==> config.mk <==
export PLATFORM = sky130hd
export DESIGN_NAME = nn_host_bridge
export DESIGN_NICKNAME = d
export VERILOG_FILES = /design/src/rtl/nn_host_bridge.sv
export SDC_FILE = /design/constraint.sdc
export NUM_CORES = 1
export LEC_CHECK = 0
export ABC_AREA = 1
export CORE_MARGIN = 2
export CORE_UTILIZATION = 44
export DETAILED_ROUTE_END_ITERATION = 12
export PLACE_DENSITY_LB_ADDON = 0.3
export SETUP_SLACK_MARGIN = 0.1
export SLEW_MARGIN = 15
export SYNTH_ARGS = -nofsm -noshare
export SYNTH_HDL_FRONTEND = slang
export SYNTH_SLANG_ARGS = --single-unit
==> constraint.sdc <==
create_clock -name clk -period 2.9 [get_ports clk]
set_clock_uncertainty 0.15 [all_clocks]
set_input_delay 0.725 -clock clk [delete_from_list [all_inputs] [get_ports clk]]
set_output_delay 0.725 -clock clk [all_outputs]
set_load 0.1 [all_outputs]
==> src/rtl/nn_host_bridge.sv <==
// Host-side initiator for the accelerator memory-mapped port: forwards upstream write
// commands under busy back-pressure and streams readback blocks out through a 2-entry FIFO.
module nn_host_bridge #(
  parameter int MM_DEPTH = 16,
  parameter int MM_SIZE  = 32,
  parameter int CNT_W    = 16
) (
  input  logic                clk,
  input  logic                reset,
  input  logic                cmd_valid,
  output logic                cmd_ready,
  input  logic [MM_DEPTH-1:0] cmd_addr,
  input  logic [MM_SIZE-1:0]  cmd_data,
  input  logic                cmd_last,
  input  logic                rd_start,
  input  logic [MM_DEPTH-1:0] rd_base,
  input  logic [CNT_W-1:0]    rd_count,
  output logic                res_valid,
  input  logic                res_ready,
  output logic [MM_SIZE-1:0]  res_data,
  output logic                res_last,
  output logic                nn_write_enable,
  output logic [MM_DEPTH-1:0] nn_write_addr,
  output logic [MM_SIZE-1:0]  nn_write_data,
  input  logic                nn_busy,
  output logic [MM_DEPTH-1:0] nn_read_addr,
  input  logic [MM_SIZE-1:0]  nn_read_data,
  output logic                load_done,
  output logic                rd_done,
  output logic [CNT_W-1:0]    wr_count,
  output logic                state_busy
);

  typedef enum logic [1:0] {IDLE = 2'd0, LOAD = 2'd1, READ = 2'd2} state_t;

  localparam logic [CNT_W-1:0]    CNT_ONE  = {{(CNT_W-1){1'b0}}, 1'b1};
  localparam logic [CNT_W-1:0]    CNT_MAX  = {CNT_W{1'b1}};
  localparam logic [MM_DEPTH-1:0] ADDR_ONE = {{(MM_DEPTH-1){1'b0}}, 1'b1};

  state_t               state_r;
  logic [CNT_W-1:0]     wr_count_r;
  logic [CNT_W-1:0]     count_r;
  logic [CNT_W-1:0]     issued_r;
  logic [MM_DEPTH-1:0]  rd_addr_r;
  logic                 in_flight_r;
  logic                 in_flight_last_r;
  logic [MM_SIZE-1:0]   fifo_data_r [2];
  logic                 fifo_last_r [2];
  logic                 rd_ptr_r;
  logic                 wr_ptr_r;
  logic [1:0]           fifo_cnt_r;

  logic                 cmd_ready_s;
  logic                 cmd_fire_s;
  logic                 res_valid_s;
  logic                 res_last_s;
  logic                 res_fire_s;
  logic                 start_s;
  logic                 issue_s;
  logic [2:0]           occ_s;

  // Command acceptance decode; held off while reset is asserted
  always_comb begin
    cmd_ready_s = 1'b0;
    if (!reset) begin
      cmd_ready_s = 1'b0;
    end else begin
      case (state_r)
        IDLE:    cmd_ready_s = !nn_busy && !rd_start;
        LOAD:    cmd_ready_s = !nn_busy;
        default: cmd_ready_s = 1'b0;
      endcase
    end
  end

  assign cmd_fire_s  = cmd_valid && cmd_ready_s;
  assign res_valid_s = (fifo_cnt_r != 2'd0);
  assign res_last_s  = fifo_last_r[rd_ptr_r];
  assign res_fire_s  = res_valid_s && res_ready;
  assign start_s     = (state_r == IDLE) && rd_start && (rd_count != {CNT_W{1'b0}});

  // nn_read_addr always holds the next address; the memory samples it on the issue edge,
  // so the word lands one edge later and occupancy after this cycle's pop bounds the FIFO.
  assign occ_s   = {1'b0, fifo_cnt_r} + {2'b00, in_flight_r} - {2'b00, res_fire_s};
  assign issue_s = (state_r == READ) && (issued_r < count_r) && (occ_s < 3'd2);

  assign cmd_ready       = cmd_ready_s;
  assign nn_write_enable = cmd_fire_s;
  assign nn_write_addr   = cmd_addr;
  assign nn_write_data   = cmd_data;
  assign load_done       = cmd_fire_s && cmd_last;
  assign res_valid       = res_valid_s;
  assign res_data        = fifo_data_r[rd_ptr_r];
  assign res_last        = res_last_s;
  assign rd_done         = res_fire_s && res_last_s;
  assign nn_read_addr    = rd_addr_r;
  assign wr_count        = wr_count_r;
  assign state_busy      = (state_r != IDLE);

  // Control FSM, write counter, read issue pipeline and result FIFO
  always_ff @(posedge clk or negedge reset) begin
    if (!reset) begin
      state_r          <= IDLE;
      wr_count_r       <= {CNT_W{1'b0}};
      count_r          <= {CNT_W{1'b0}};
      issued_r         <= {CNT_W{1'b0}};
      rd_addr_r        <= {MM_DEPTH{1'b0}};
      in_flight_r      <= 1'b0;
      in_flight_last_r <= 1'b0;
      fifo_data_r[0]   <= {MM_SIZE{1'b0}};
      fifo_data_r[1]   <= {MM_SIZE{1'b0}};
      fifo_last_r[0]   <= 1'b0;
      fifo_last_r[1]   <= 1'b0;
      rd_ptr_r         <= 1'b0;
      wr_ptr_r         <= 1'b0;
      fifo_cnt_r       <= 2'd0;
    end else begin
      case (state_r)
        IDLE: begin
          if (start_s) begin
            state_r   <= READ;
            count_r   <= rd_count;
            issued_r  <= {CNT_W{1'b0}};
            rd_addr_r <= rd_base;
          end else if (cmd_fire_s) begin
            wr_count_r <= CNT_ONE;
            state_r    <= cmd_last ? IDLE : LOAD;
          end
        end
        LOAD: begin
          if (cmd_fire_s) begin
            if (wr_count_r != CNT_MAX) begin
              wr_count_r <= wr_count_r + CNT_ONE;
            end
            if (cmd_last) begin
              state_r <= IDLE;
            end
          end
        end
        READ: begin
          if (res_fire_s && res_last_s) begin
            state_r <= IDLE;
          end
        end
        default: state_r <= IDLE;
      endcase

      if (issue_s) begin
        issued_r         <= issued_r + CNT_ONE;
        rd_addr_r        <= rd_addr_r + ADDR_ONE;
        in_flight_last_r <= (issued_r == count_r - CNT_ONE);
      end
      in_flight_r <= issue_s;

      if (in_flight_r) begin
        fifo_data_r[wr_ptr_r] <= nn_read_data;
        fifo_last_r[wr_ptr_r] <= in_flight_last_r;
        wr_ptr_r              <= !wr_ptr_r;
      end
      if (res_fire_s) begin
        rd_ptr_r <= !rd_ptr_r;
      end
      fifo_cnt_r <= fifo_cnt_r + {1'b0, in_flight_r} - {1'b0, res_fire_s};
    end
  end

endmodule

==> qor.yml <==
status: "finished, final reports clean"
dp_hpwl_um: 14000
port_buffers: 141
cts_hold_buffers: 0
tool_warnings: 30
clk_pin_slew_ns: 0.06
lay_top_count: "nand2_1"
fin_nets: 1357
grt_overflow: 0
place_ws_ns: -0.712
yosysTopAreaCellShare: 0.414
wl_um: 19900
lay_top_cells: "nand2_1, dfrtp_1, inv_1"
grt_max_degree: 139
numClockSinks: 138
avgSynthCellArea_um2: 7.54
wl_per_cell_um: 13.6
drive_above_1_share: 0.182
clk_latency_ns: 0.42
setup_viol: 0
drtPass1Iterations: 5
utilization: 0.581
synthTopCellsByArea: "dfrtp_1, nand2_1, inv_1"
antennaDiodeCount: 0
ys_seq_elements: 138
worstSetupPathType: "primary input to register"
grt_pass1_vias: 6720
worstRegToRegCells: 15
maxCapViolations: 0
timing.final.ws_setup_ns: 0.0877
finalClockPeriodUsage: 0.970
cp.required_ns: 3.11
yosys_cells: 1107
fp_util: 0.448
post-route-drc-count: 0
cts-root-buf: "clkbuf_16"
place_inst: 1419
stdcell_area_mm2: 0.0108
ys_area_mm2: 0.00835
num_rows: 50
yosysUniqueCellTypes: 42
die_area_mm2: 0.0201
stdcell_count: 1462
cp-end-kind: "register"
antenna_found_initial: 0
drv_slew: 0
critPathMaxFanout: 6
worstHoldPathType: "primary input to asynchronous set/reset pin"
yosysWarnings: 0
num_vias: 7228
boundaryPins: 238
die_y_um: 142
rsz0062_at_grt: "yes"
arrival_ns: 3.02
syn-num-nets: 1249
syn_inst: 1107
clock_path_buffers: 2
fmax_mhz: 356
vias_per_cell: 4.94
yosysTopAreaCell: "dfrtp_1"
hold_slack_ns: 0.280
cts-buffers-inserted: 17
dpl_cell_area_mm2: 0.0100
postSynthSeqShare: 0.414
worst_slew_pin_slew_ns: 0.772
[layer usage]
| metal | GRT usage | wire, um | up-vias |
|---|---|---|---|
| met5 | 0 | 0 | - |
| met4 | 0.0711 | 382 | 0 |
| met3 | 0.0321 | 916 | 41 |
| met2 | 0.335 | 9620 | 183 |
| met1 | 0.276 | 8960 | 3355 |
| li1 | - | - | 3649 |
[critical path, stage by stage]
cell             delay, ns
clkdlybuf4s15_2       0.23
nand2_8               0.09
inv_4                 0.03
ha_4                  0.25
inv_2                 0.03
ha_4                  0.14
fa_1                  0.47
a211oi_2              0.16
o21a_1                0.18
nand3_4               0.12
buf_12                0.16
buf_12                0.13
or2_4                 0.23
nand2_2               0.05
[worst paths after layout]
path / startpoint / to / slack [ns]
setup / recovery: res_ready / nn_read_addr[0] / 0.09
hold / removal: reset / count_r[3] / 0.28
setup reg to reg: fifo_cnt_r[1] / nn_read_addr[0] / 0.10
hold reg to reg: fifo_data_r[40] / fifo_data_r[40] / 0.33
max in group asynchronous: reset / fifo_data_r[46] / 1.71
min in group clk: fifo_data_r[40] / fifo_data_r[40] / 0.33
[layout make-up]
class | instances | share of cell area
multi-input combinational | 758 | 0.367
sequential | 138 | 0.319
timing repair buffer | 171 | 0.189
inverter | 128 | 0.0453
clock buffer | 19 | 0.0409
tap | 234 | 0.0270
clock inverter | 13 | 0.0110
timing repair inverter | 1 | 0.000809
[synth_stat cells (all sizes together) (2+ instances only)]
master	count
nand2	343
dfrtp	138
inv	127
nor2	119
o21ai	100
buf	63
nand3	43
xor2	28
a21oi	25
ha	22
clkbuf	20
nor3	16
xnor2	15
nand4	9
nand3b	7
nor4	7
o22ai	5
or2	5
o31ai	4
o21bai	2
[what timing repair did]
action,in CTS,in global routing
setup endpoints to repair,35,34
pin swaps,2,4
setup buffers,3,4
gates resized,7,19
cloned,2,2
[state kept, by name, indices dropped and copies added (netlist names)]
| name | cells |
|---|---|
| rd_ptr_r | 1 |
| state_r | 2 |
| issued_r | 16 |
| in_flight_r | 1 |
| in_flight_last_r | 1 |
| wr_count | 16 |
| nn_read_addr | 16 |
| count_r | 16 |
| fifo_last_r | 2 |
| wr_ptr_r | 1 |
| fifo_cnt_r | 2 |
| fifo_data_r | 64 |
[cell families after synthesis]
family / synth area share
simple gates: 0.283
flops: 0.414
xor+xnor: 0.0451
fa+ha+maj: 0.0354
compound gates: 0.0959
buf+inv: 0.127
Track usage over the die:
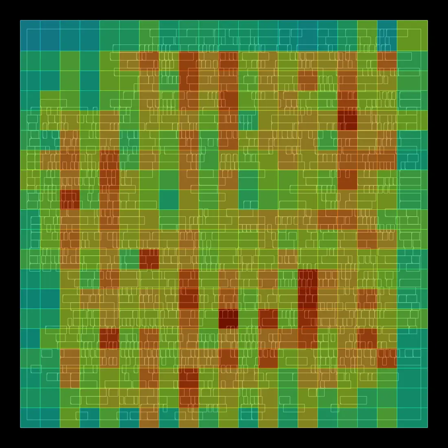
GRT Overall Usage: 0.204
grt peak-use layer: met2
routing usage on met2: 0.335
met1 Usage GRT: 0.276

Signal wires by layer:
The bar under the picture is 50 um long. Only two layers are drawn.
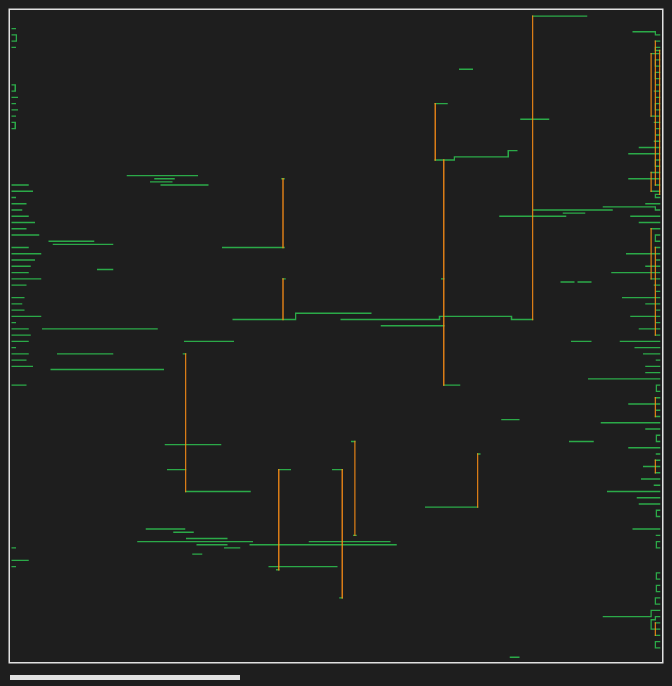
- orange: M4 (wire length 382 um)
- green: M3 (wire length 916 um)

Wiring heat map:
The die is cut into 28 by 28 equal tiles; white is low, dark blue is high, scaled to the fullest tile. Values are wire area over tile area, all layers added.
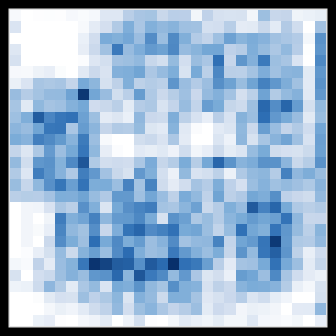
- nearly empty tiles: 7.9%
- emptiest ninth of the die: top left
- tiles over half the peak: 22%

Met1 routing:
The bar under the picture is 50 um long.
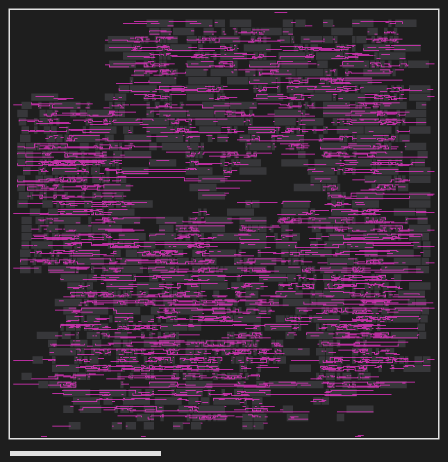
- wire length on this layer: 8960 um
- longest straight run: 53.8 um
- share of all routed wire: 45%
- main direction: horizontal

